==> src/rtl/ptg_pkg.sv <==
// Shared definitions for the pulse train generator.
//  - State encoding for the IDLE / ARMED / RUN controller.
//  - Mode constants decoding mode_i.
package ptg_pkg;

  localparam logic [1:0] IDLE_ENC  = 2'd0;
  localparam logic [1:0] ARMED_ENC = 2'd1;
  localparam logic [1:0] RUN_ENC   = 2'd2;

  typedef enum logic [1:0] {
    ST_IDLE  = IDLE_ENC,
    ST_ARMED = ARMED_ENC,
    ST_RUN   = RUN_ENC
  } state_e;

  localparam logic MODE_PERIODIC = 1'b0;
  localparam logic MODE_ONESHOT  = 1'b1;

endpackage : ptg_pkg

==> src/rtl/pulse_window_cmp.sv <==
// Combinational window comparator for one pulse channel.
//  cnt_i   : current period counter value
//  start_i : window start (inclusive)
//  stop_i  : window stop (inclusive)
//  hit_o   : cnt_i lies inside the window
// A start above stop describes a window that wraps across the end of the
// period, so the test becomes a union instead of an intersection.
module pulse_window_cmp #(
  parameter int CNT_W = 8
) (
  input  logic [CNT_W-1:0] cnt_i,
  input  logic [CNT_W-1:0] start_i,
  input  logic [CNT_W-1:0] stop_i,
  output logic             hit_o
);

  logic ge_start;
  logic le_stop;

  assign ge_start = (cnt_i >= start_i);
  assign le_stop  = (cnt_i <= stop_i);
  assign hit_o    = (start_i <= stop_i) ? (ge_start & le_stop)
                                        : (ge_start | le_stop);

endmodule : pulse_window_cmp

==> src/rtl/pulse_train_gen.sv <==
// Multi-channel programmable pulse generator.
// One shared period counter drives N_CH pulse windows. Timing inputs are
// captured into shadow registers when RUN is entered and on every wrap, so
// software may rewrite them at any time without disturbing the current period.
//  clk_i    : clock, rising edge
//  rst_i    : asynchronous reset, active-high
//  en_i     : block enable; low returns to IDLE
//  mode_i   : 0 periodic, 1 triggered one-shot
//  trig_i   : one-shot trigger, level sampled in ARMED
//  period_i : last counter value of a period
//  start_i  : per-channel window start, channel c at [c*CNT_W +: CNT_W]
//  stop_i   : per-channel window stop, same packing
//  pls_o    : registered pulse outputs
//  cnt_o    : current counter value
//  wrap_o   : registered strobe, one cycle after cnt reached the period end
//  busy_o   : high while in RUN
module pulse_train_gen
  import ptg_pkg::*;
#(
  parameter int CNT_W = 8,
  parameter int N_CH  = 4
) (
  input  logic                  clk_i,
  input  logic                  rst_i,
  input  logic                  en_i,
  input  logic                  mode_i,
  input  logic                  trig_i,
  input  logic [CNT_W-1:0]      period_i,
  input  logic [N_CH*CNT_W-1:0] start_i,
  input  logic [N_CH*CNT_W-1:0] stop_i,
  output logic [N_CH-1:0]       pls_o,
  output logic [CNT_W-1:0]      cnt_o,
  output logic                  wrap_o,
  output logic                  busy_o
);

  state_e                state_q, state_d;
  logic [CNT_W-1:0]      cnt_q, cnt_d;
  logic [CNT_W-1:0]      period_sh_q, period_sh_d;
  logic [N_CH*CNT_W-1:0] start_sh_q, start_sh_d;
  logic [N_CH*CNT_W-1:0] stop_sh_q, stop_sh_d;
  logic [N_CH-1:0]       pls_q, pls_d;
  logic                  wrap_q, wrap_d;

  logic                  busy;
  logic                  at_end;
  logic                  load_sh;
  logic [N_CH-1:0]       hit;

  assign busy   = (state_q == ST_RUN);
  assign at_end = (cnt_q == period_sh_q);

  for (genvar c = 0; c < N_CH; c++) begin : g_win
    pulse_window_cmp #(
      .CNT_W(CNT_W)
    ) u_win (
      .cnt_i  (cnt_q),
      .start_i(start_sh_q[c*CNT_W +: CNT_W]),
      .stop_i (stop_sh_q[c*CNT_W +: CNT_W]),
      .hit_o  (hit[c])
    );
  end

  // Controller and counter. en_i low wins over everything else; the counter
  // is held at zero whenever it is not advancing inside RUN.
  always_comb begin
    state_d = state_q;
    cnt_d   = '0;
    load_sh = 1'b0;
    case (state_q)
      ST_IDLE: begin
        if (en_i) begin
          if (mode_i == MODE_ONESHOT) begin
            state_d = ST_ARMED;
          end else begin
            state_d = ST_RUN;
            load_sh = 1'b1;
          end
        end
      end
      ST_ARMED: begin
        if (!en_i) begin
          state_d = ST_IDLE;
        end else if (trig_i) begin
          state_d = ST_RUN;
          load_sh = 1'b1;
        end
      end
      ST_RUN: begin
        if (!en_i) begin
          state_d = ST_IDLE;
        end else if (at_end) begin
          load_sh = 1'b1;
          if (mode_i == MODE_ONESHOT) begin
            state_d = ST_ARMED;
          end
        end else begin
          cnt_d = cnt_q + CNT_W'(1);
        end
      end
      default: begin
        state_d = ST_IDLE;
      end
    endcase
  end

  always_comb begin
    period_sh_d = load_sh ? period_i : period_sh_q;
    start_sh_d  = load_sh ? start_i  : start_sh_q;
    stop_sh_d   = load_sh ? stop_i   : stop_sh_q;
  end

  // Outputs are registered from the current count, giving one cycle of
  // latency and a clean zero on the cycle after RUN is left.
  always_comb begin
    pls_d  = busy ? hit : '0;
    wrap_d = busy & at_end;
  end

  always_ff @(posedge clk_i or posedge rst_i) begin
    if (rst_i) begin
      state_q     <= ST_IDLE;
      cnt_q       <= '0;
      period_sh_q <= '0;
      start_sh_q  <= '0;
      stop_sh_q   <= '0;
      pls_q       <= '0;
      wrap_q      <= 1'b0;
    end else begin
      state_q     <= state_d;
      cnt_q       <= cnt_d;
      period_sh_q <= period_sh_d;
      start_sh_q  <= start_sh_d;
      stop_sh_q   <= stop_sh_d;
      pls_q       <= pls_d;
      wrap_q      <= wrap_d;
    end
  end

  assign pls_o  = pls_q;
  assign cnt_o  = cnt_q;
  assign wrap_o = wrap_q;
  assign busy_o = busy;

endmodule : pulse_train_gen

==> config.mk <==
export PLATFORM = sky130hd
export DESIGN_NAME = pulse_train_gen
export DESIGN_NICKNAME = d
export VERILOG_FILES = /design/src/rtl/ptg_pkg.sv /design/src/rtl/pulse_window_cmp.sv /design/src/rtl/pulse_train_gen.sv
export SDC_FILE = /design/constraint.sdc
export NUM_CORES = 1
export LEC_CHECK = 0
export ABC_AREA = 1
export CORE_MARGIN = 4
export CORE_UTILIZATION = 40
export DETAILED_ROUTE_END_ITERATION = 10
export PLACE_DENSITY = 0.66
export SYNTH_ARGS = -nofsm -noshare
export SYNTH_HDL_FRONTEND = slang
export SYNTH_SLANG_ARGS = --single-unit
==> constraint.sdc <==
create_clock -name clk_i -period 8.35 [get_ports clk_i]
set_clock_uncertainty 0.1 [all_clocks]
set_input_delay 2.0875 -clock clk_i [delete_from_list [all_inputs] [get_ports clk_i]]
set_output_delay 2.0875 -clock clk_i [all_outputs]
set_load 0.01 [all_outputs]
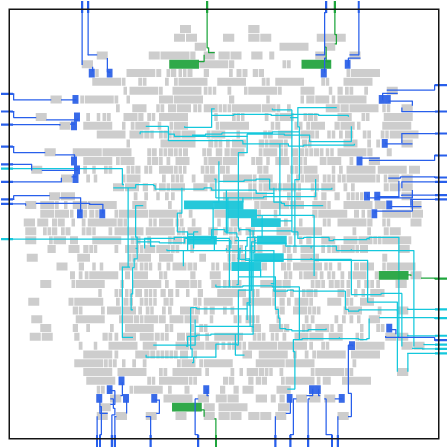
(run_1/port_trees.png)
[pls_o] green | bits: 4 | direction: output | edge: 2 north, 1 east, 1 south | end cells: 4 | buffers: 4 | wire: 51.9 µm
[stop_i] blue | bits: 32 | direction: input | edge: 11 south, 9 east, 8 west, 4 north | end cells: 32 | buffers: 32 | wire: 649 µm
[cnt_o] cyan | bits: 8 | direction: output | edge: 6 east, 2 west | end cells: 8 | buffers: 8 | wire: 1,860 µm

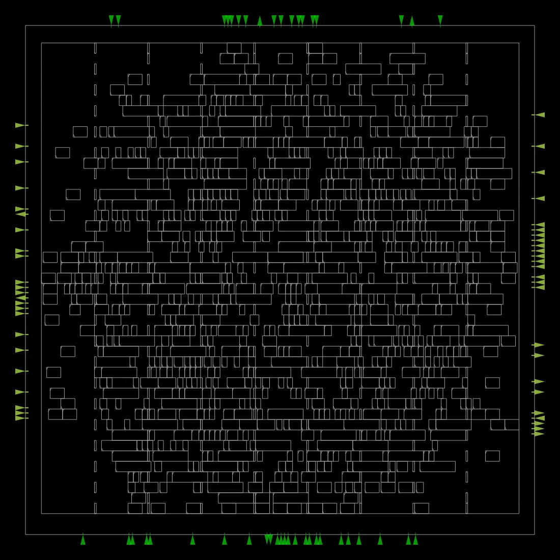
(run_1/placed.png)
well-tap cell count: 188
standard cell core area: 15,200 µm²
total number of sequential cells: 87

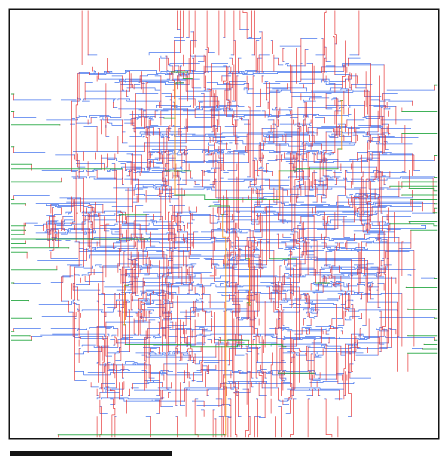
(run_1/layers.png)
The bar under the picture is 50 µm long.
[M1] blue | wire length: 7,210 µm
[M3] green | wire length: 587 µm
[M4] orange | wire length: 154 µm
[M2] red | wire length: 6,540 µm

==> impl_metrics.yaml, run 1 <==
# flow metrics
outcome:
  outcome: "complete, no violations"
drt:
  detail_route.wl_per_cell_um: 13.3
  met1_length_um: 7210
  topRoutingLayerUsed: "met4"
  route.detailed.vias_per_inst: 4.86
yosys:
  synth.ff_latch_count: 87
  yosys_area_um2: 6190
  yosys_most_used_dff: "dfrtp_1"
  syn_nets: 994
  synth_cells: 815
  ys.warnings.count: 0
  synthesized_cell_area_um2: 6190
  post_synthesis_cell_type_count: 26
critical_path:
  cp_data_required_time_ns: 8.48
  cp_cell_sequence: "clkdlybuf4s50_1 > o21ai_1 > nor2_4 > buf_4 > nand2_4 > nand2_1 > nand2_1"
  rr_worst_depth: 8
  crit_fanout: 73
  crit_family: "buffers and inverters"
min_path:
  worst_hold_startpoint: "stop_sh_q[29]"
final_layout:
  comb_area_frac: 0.459
  filler_cell_count: 1469
  clock_network_area_share: 0.0374
  final_net_count: 1076
  insertedDiodeCount: 0
  dominant-cell-class: "combinational gates"
  final-comb-area_um2: 3440
  clock_buffers: 11
timing:
  hold_viol_final: 0
  timing.setup.tns_ns: 0
floorplan:
  dieArea_um2: 17500
power_and_ir_drop:
  power.combinational.fraction: 0.521
  irDropWorstVdd_mv: 0.225
  top_power_group: "combinational cells"
global_routing:
  grt_antenna_before_repair: 0
clocking:
  cts.clk_slew.worst_paths_ns: 0.06
==> run 1: cells in the final DEF (no fill, tap or decap), drive strengths merged <==
cell type	n
and3	1
nor4	1
nand2	271
nor3	6
clkdlybuf4s50	90
bufinv	1
nor3b	2
clkinv	3
o22ai	1
clkinvlp	1
nand3	84
clkbuf	11
xnor2	8
xor2	1
a21oi	38
ha	102
dfrtp	87
buf	2
nor2	44
o21ai	9
inv	116
a21o	9
a21boi	1
nand4	12
==> run 1: cell families (layout without fill, tap and decap cells) <==
family | after synthesis | after routing | synth area share
xor gates and xnor gates | 9 | 9 | 0.0127
buffers and inverters | 138 | 224 | 0.0936
DFF | 87 | 87 | 0.352
and+or+nand+nor | 421 | 421 | 0.284
AOI/OAI and AO/OA | 58 | 58 | 0.0512
adders and majority gates | 102 | 102 | 0.206
==> run 1: worst max-delay path by stage <==
stage / from / endpoint / slack (ns) / cells after the start
final: en_i / start_sh_q[8] / 4.11 / 7
after global routing: trig_i / stop_sh_q[22] / 3.79 / 6
after floorplan: rst_i / cnt_o[0] / 3.91 / 1
after detailed placement: trig_i / start_sh_q[26] / 3.74 / 6
after global placement: trig_i / stop_sh_q[21] / 3.79 / 6
after CTS: trig_i / start_sh_q[26] / 4.10 / 6
==> run 1: synthesized netlist by cell type (6+ instances only) <==
library cell | number | share of area
a21o_1 | 9 | 0.011
buf_6 | 7 | 0.013
nand4_1 | 12 | 0.012
nand2_1 | 268 | 0.16
ha_1 | 102 | 0.21
dfrtp_1 | 87 | 0.35
nor2_1 | 43 | 0.026
a21oi_1 | 38 | 0.031
nor3_1 | 6 | 0.0049
clkbuf_1 | 7 | 0.0042
o21ai_0 | 8 | 0.0065
inv_1 | 117 | 0.071
xnor2_1 | 8 | 0.011
nand3_1 | 83 | 0.067
buf_2 | 7 | 0.0057
==> run_1/pinout.png <==
Pins as bars across the die edge, other pins in gray.
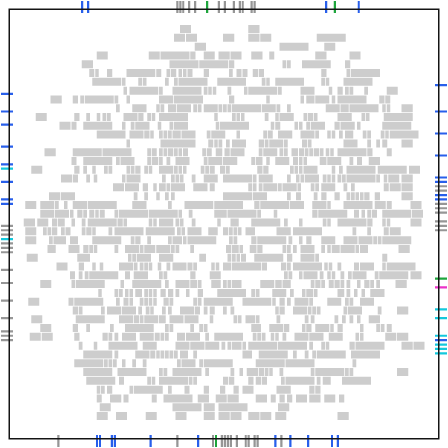

==> run 2, diff against run 1 <==
--- a/config.mk
+++ b/config.mk
@@ -9,7 +9,7 @@
 export CORE_MARGIN = 4
 export CORE_UTILIZATION = 40
 export DETAILED_ROUTE_END_ITERATION = 10
-export PLACE_DENSITY = 0.66
+export PLACE_DENSITY = 0.68
 export SYNTH_ARGS = -nofsm -noshare
 export SYNTH_HDL_FRONTEND = slang
 export SYNTH_SLANG_ARGS = --single-unit
==> constraint.sdc (replaced) <==
create_clock -name clk_i -period 3.6 [get_ports clk_i]
set_clock_uncertainty 0.1 [all_clocks]
set_input_delay 0.9 -clock clk_i [delete_from_list [all_inputs] [get_ports clk_i]]
set_output_delay 0.9 -clock clk_i [all_outputs]
set_load 0.01 [all_outputs]
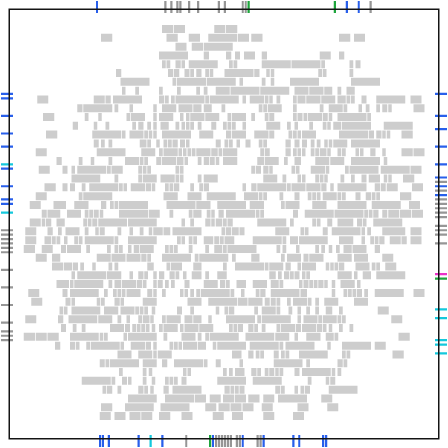
(run_2/pinout.png)
Pins as bars across the die edge, other pins in gray.
[stop_i] blue | pins: 32 | direction: input | edge: 12 south, 9 west, 8 east, 3 north
[pls_o] green | pins: 4 | direction: output | edge: 2 north, 1 east, 1 south
[busy_o] magenta | pins: 1 | direction: output | edge: east
[cnt_o] cyan | pins: 8 | direction: output | edge: 5 east, 2 west, 1 south
height of the chip: 132 µm
die boundary width: 132 µm
PortBufs: 90

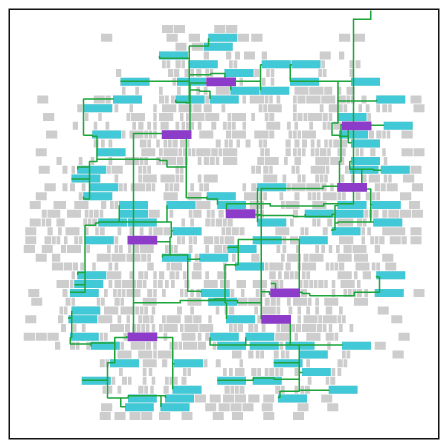
(run_2/clock_wires.png)
[clock-net drivers] purple | count: 9
[flip-flops] cyan | count: 87
[clock wires] green | length: 1,210 µm
routed clock nets: 10
flops lie: spread over the die

==> run 2 against run 1 <==
Sequential share of layout area fell by 0.23 points. Clock power rose by 120%. Combinational power rose by 140%. Via count rose by 0.36%. Hold slack got worse by 0.0022 ns. Cell count rose by 0.73%. Total power rose by 130%. Worst setup slack got worse by 3.3 ns. Global-route usage rose by 0.46 points. Wire length rose by 2.3%. Sequential cell count did not move.
==> impl_metrics.yaml, run 2 <==
# flow metrics
outcome:
  outcome: "complete, no violations"
critical_path:
  critical_path_cell_count: 1
  crit_fanout: 12
  timing.setup.critical_path_class: "flop to output pin"
  cp_data_required_time_ns: 2.60
  cp-endpoint: "cnt_o[4]"
  crit_family: "flip-flops"
  startpoint: "cnt_o[4]"
  critical_path.endpoint_type: "output pin"
  rr_worst_depth: 8
  cp_cell_sequence: "clkdlybuf4s50_1"
timing:
  rsz0062_at_grt: "no"
  hold_viol_final: 0
drt:
  route.met2.wl_um: 6540
  topRoutingLayerUsed: "met4"
  detail_route.wl_per_cell_um: 13.5
  route.detailed.vias_per_inst: 4.84
  num_vias: 5311
  met1_length_um: 7230
yosys:
  yosys_area_um2: 6190
  synth_top_area_share: 0.352
  synthDominantAreaCellType: "dfrtp_1"
  synth_cells: 815
  synthTopCellsByArea: "dfrtp_1, ha_1, nand2_1"
  post_synthesis_cell_type_count: 26
  synthesized_cell_area_um2: 6190
  yosys.cell_count.top_type: "nand2_1"
  synth.ff_latch_count: 87
  syn_nets: 994
  number_of_enable_flip_flop_cells: 0
  netlist_top_cells_count: "nand2_1, inv_1, ha_1"
  ys.warnings.count: 0
clocking:
  cts.clk_slew.worst_paths_ns: 0.06
  cts.path.max_buffers: 2
floorplan:
  core_area_um2: 15200
  ioPinCount: 91
  std_cell_rows: 45
  dieArea_um2: 17500
global_routing:
  grt_max_degree: 73
  grt_antenna_before_repair: 0
final_layout:
  final_net_count: 1084
  layout-drive-gt1-share: 0.0319
  largest_regs: "start_sh_q x32, stop_sh_q x32"
  most_instantiated_logic_cell_after_routing: "nand2_1"
  most-common-layout-cells: "nand2_1, inv_1, ha_1"
  insertedDiodeCount: 0
  filler_cell_count: 1484
  final-comb-area_um2: 3440
power_and_ir_drop:
  irDropWorstVdd_mv: 0.687
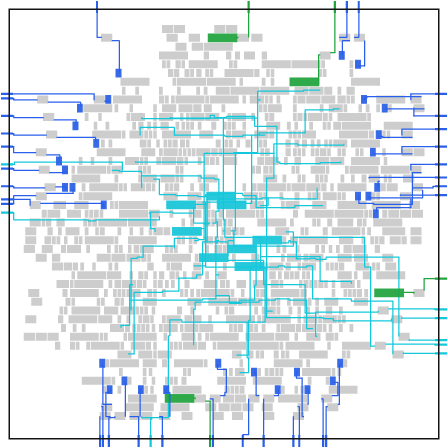
(run_2/port_trees.png)
[stop_i] blue | bits: 32 | direction: input | edge: 12 south, 9 west, 8 east, 3 north | end cells: 32 | buffers: 32 | wire: 702 µm
[pls_o] green | bits: 4 | direction: output | edge: 2 north, 1 east, 1 south | end cells: 4 | buffers: 4 | wire: 57.3 µm
[cnt_o] cyan | bits: 8 | direction: output | edge: 5 east, 2 west, 1 south | end cells: 8 | buffers: 8 | wire: 1,700 µm

## run 2: cell types whose count changed in the layout (fill, tap and decap cells not counted), sizes merged
cell | previous run | this run
clkinv | 3 | 2
clkinvlp | 1 | 2
buf | 2 | 10
clkbuf | 11 | 12
bufinv | 1 | 0
## run 2: logic make-up after synthesis
family	count (synthesis)	synth area share
xor+xnor	9	0.0127
fa+ha+maj	102	0.206
simple gates	421	0.284
flops	87	0.352
buf+inv	138	0.0936
compound gates	58	0.0512
## run 2: layout make-up
cell class,count,share of cell area
multi-input combinational,590,0.456
sequential,87,0.289
timing repair buffer,100,0.131
inverter,117,0.0584
clock buffer,12,0.0327
tap,188,0.0312
clock inverter,3,0.00265
## run 2: report_power, final
group	leakage [µW]	switching (µW)	internal, µW
combinational	0.00296	1800	1160
sequential	0.00110	328	1410
clock	0.000125	378	482
## run 2: per-layer routing
metal  vias to the layer above  GRT usage
li1                       2790          -
met1                      2395      0.250
met2                       110      0.280
met3                        16     0.0317
met4                         0     0.0572
met5                         -          0
## run 2: how the worst min path moves through the flow
stage	to	start	slack [ns]
floorplan	stop_sh_q[10]	stop_sh_q[10]	0.34
global placement	stop_sh_q[21]	stop_sh_q[21]	0.35
detailed placement	stop_sh_q[21]	stop_sh_q[21]	0.36
CTS	stop_sh_q[15]	stop_sh_q[15]	0.37
global route	stop_sh_q[27]	stop_sh_q[27]	0.39
finish	stop_sh_q[15]	stop_sh_q[15]	0.37
## run 2: per-stage QoR
stage,power (µW),setup slack (ns),cells
2_1_floorplan,4000,0.350,815
3_3_place_gp,4650,0.836,1082
3_5_place_dp,4740,0.809,1082
4_1_cts,5630,0.777,1097
5_1_grt,6270,0.731,1097
6_report,5560,0.789,1097
==> run_2/layers.png <==
The bar under the picture is 50 µm long.
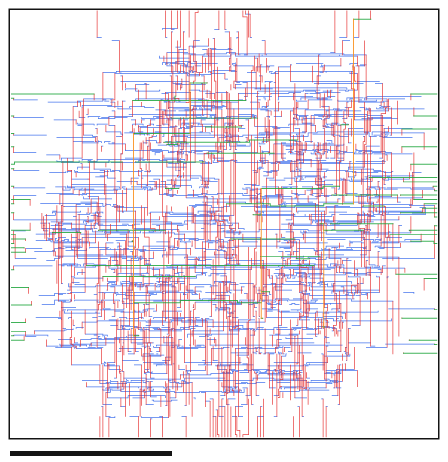

==> run 3, diff against run 2 <==
--- a/config.mk
+++ b/config.mk
@@ -9,7 +9,7 @@
 export CORE_MARGIN = 4
 export CORE_UTILIZATION = 40
 export DETAILED_ROUTE_END_ITERATION = 10
-export PLACE_DENSITY = 0.68
+export PLACE_DENSITY = 0.66
 export SYNTH_ARGS = -nofsm -noshare
 export SYNTH_HDL_FRONTEND = slang
 export SYNTH_SLANG_ARGS = --single-unit
==> constraint.sdc (replaced) <==
create_clock -name clk_i -period 2.75 [get_ports clk_i]
set_clock_uncertainty 0.1 [all_clocks]
set_input_delay 0.6875 -clock clk_i [delete_from_list [all_inputs] [get_ports clk_i]]
set_output_delay 0.6875 -clock clk_i [all_outputs]
set_load 0.01 [all_outputs]
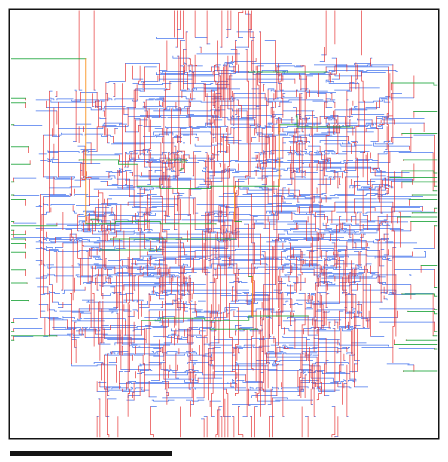
(run_3/layers.png)
The bar under the picture is 50 µm long.
[M3] green | wire length: 600 µm
[M4] orange | wire length: 93.2 µm
[M1] blue | wire length: 7,560 µm
[M2] red | wire length: 6,970 µm

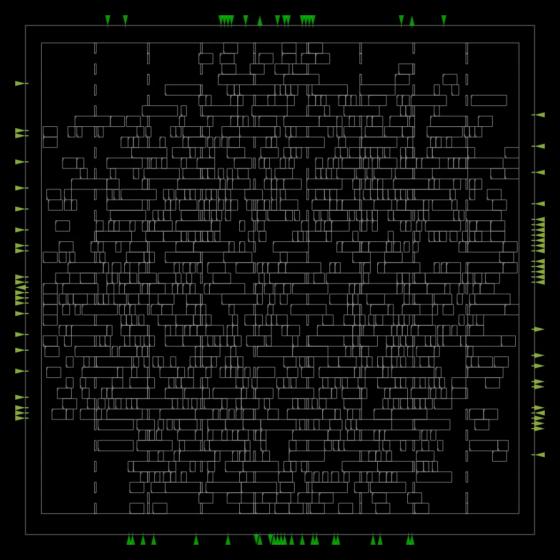
(run_3/placed.png)
row count: 45
number of non-filler instances in the completed layout: 1,103

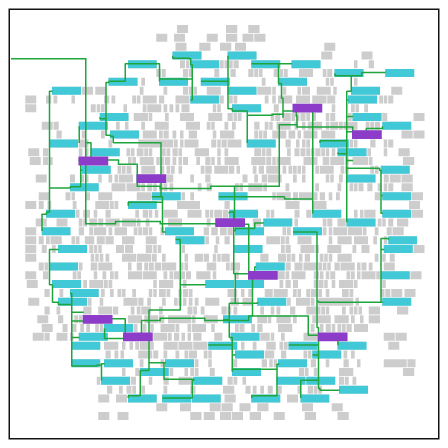
(run_3/clock_wires.png)
[flip-flops] cyan | count: 87
[clock-net drivers] purple | count: 9
[clock wires] green | length: 1,340 µm
flops lie: spread over the die
routed clock nets: 10

==> run 3 against run 2 <==
Clock power up 59%. Cell count up 0.55%. Sequential cell count did not move. First-iteration DRC count grew 6.4%. Worst setup slack lost 0.58 ns. Combinational power grew 34%. Sequential share of layout area shrank 0.49 points. Register-to-register slack lost 0.67 ns. Critical path type unchanged. Critical endpoint is now busy_o.
==> impl_metrics.yaml, run 3 <==
# flow metrics
outcome:
  outcome: "complete, no violations"
yosys:
  post_synthesis_cell_type_count: 26
  yosys_most_used_dff: "dfrtp_1"
  synth_cells: 815
  ys.warnings.count: 0
  number_of_enable_flip_flop_cells: 0
  yosys_area_um2: 6190
  synth.ff_latch_count: 87
  synth_top_area_share: 0.352
  netlist_top_cells_count: "nand2_1, inv_1, ha_1"
  syn_nets: 994
  synthTopCellsByArea: "dfrtp_1, ha_1, nand2_1"
final_layout:
  most_instantiated_logic_cell_after_routing: "nand2_1"
  largest_regs: "start_sh_q x32, stop_sh_q x32"
  filler_cell_count: 1550
  layout-drive-gt1-share: 0.0404
  final_net_count: 1089
drt:
  detail_route.wl_per_cell_um: 13.8
  route.detailed.vias_per_inst: 4.78
critical_path:
  cp_data_required_time_ns: 1.96
  critical_path.endpoint_type: "output pin"
  timing.setup.critical_path_class: "flop to output pin"
  cp_cell_sequence: "inv_1 > ha_1 > clkdlybuf4s50_1"
floorplan:
  core_area_um2: 15200
global_routing:
  grt_max_degree: 88
timing:
  postLayoutSetupSlackWorst_ns: 0.207
  hold_viol_final: 0
  timing.setup.tns_ns: 0
power_and_ir_drop:
  irDropWorstVdd_mv: 0.444
placement:
  port_buffers: 90
[run 3: cell types whose count changed in the layout (fill, tap and decap cells not counted), sizes merged]
cell,previous run,this run
clkinv,2,1
buf,10,15
clkbuf,12,10
bufinv,0,2
inv,116,117
clkinvlp,2,3
[run 3: cell type report]
| type | instances | share of cell area |
|---|---|---|
| multi-input combinational | 590 | 0.448 |
| sequential | 87 | 0.284 |
| timing repair buffer | 105 | 0.137 |
| inverter | 117 | 0.0577 |
| clock buffer | 10 | 0.0311 |
| tap | 188 | 0.0306 |
| clock inverter | 6 | 0.0121 |
[run 3: power breakdown]
part | total (µW) | switching (µW) | internal, µW
registers | 2280 | 442 | 1840
logic | 3960 | 2390 | 1570
clock network | 1370 | 547 | 826
total | 7620 | 3380 | 4240
[run 3: routing by layer]
metal | share of wire | global-route usage
met1 | 0.50 | 0.254
met2 | 0.46 | 0.294
met3 | 0.039 | 0.0424
met4 | 0.0061 | 0.0346
met5 | 0 | 0
[run 3: cell families after synthesis]
group                      count (synthesis)  share of synthesized area
and+or+nand+nor                          421                      0.284
buffers and inverters                    138                     0.0936
adders and majority gates                102                      0.206
DFF                                       87                      0.352
AOI/OAI and AO/OA                         58                     0.0512
xor gates and xnor gates                   9                     0.0127
[run 3: path summary, 6_finish.rpt]
path	cells after the start	endpoint	slack, ns	start
worst max-delay path	3	busy_o	0.21	state_q[0]
worst min-delay path	2	stop_sh_q[25]	0.37	stop_sh_q[25]
worst max register to register	8	start_sh_q[22]	0.29	cnt_o[7]
worst min register to register	2	stop_sh_q[25]	0.37	stop_sh_q[25]
max in group asynchronous	3	stop_sh_q[24]	1.45	rst_i
min in group asynchronous	3	stop_sh_q[0]	0.71	rst_i
No activity file was given, so power comes from the tool's default toggle rates.
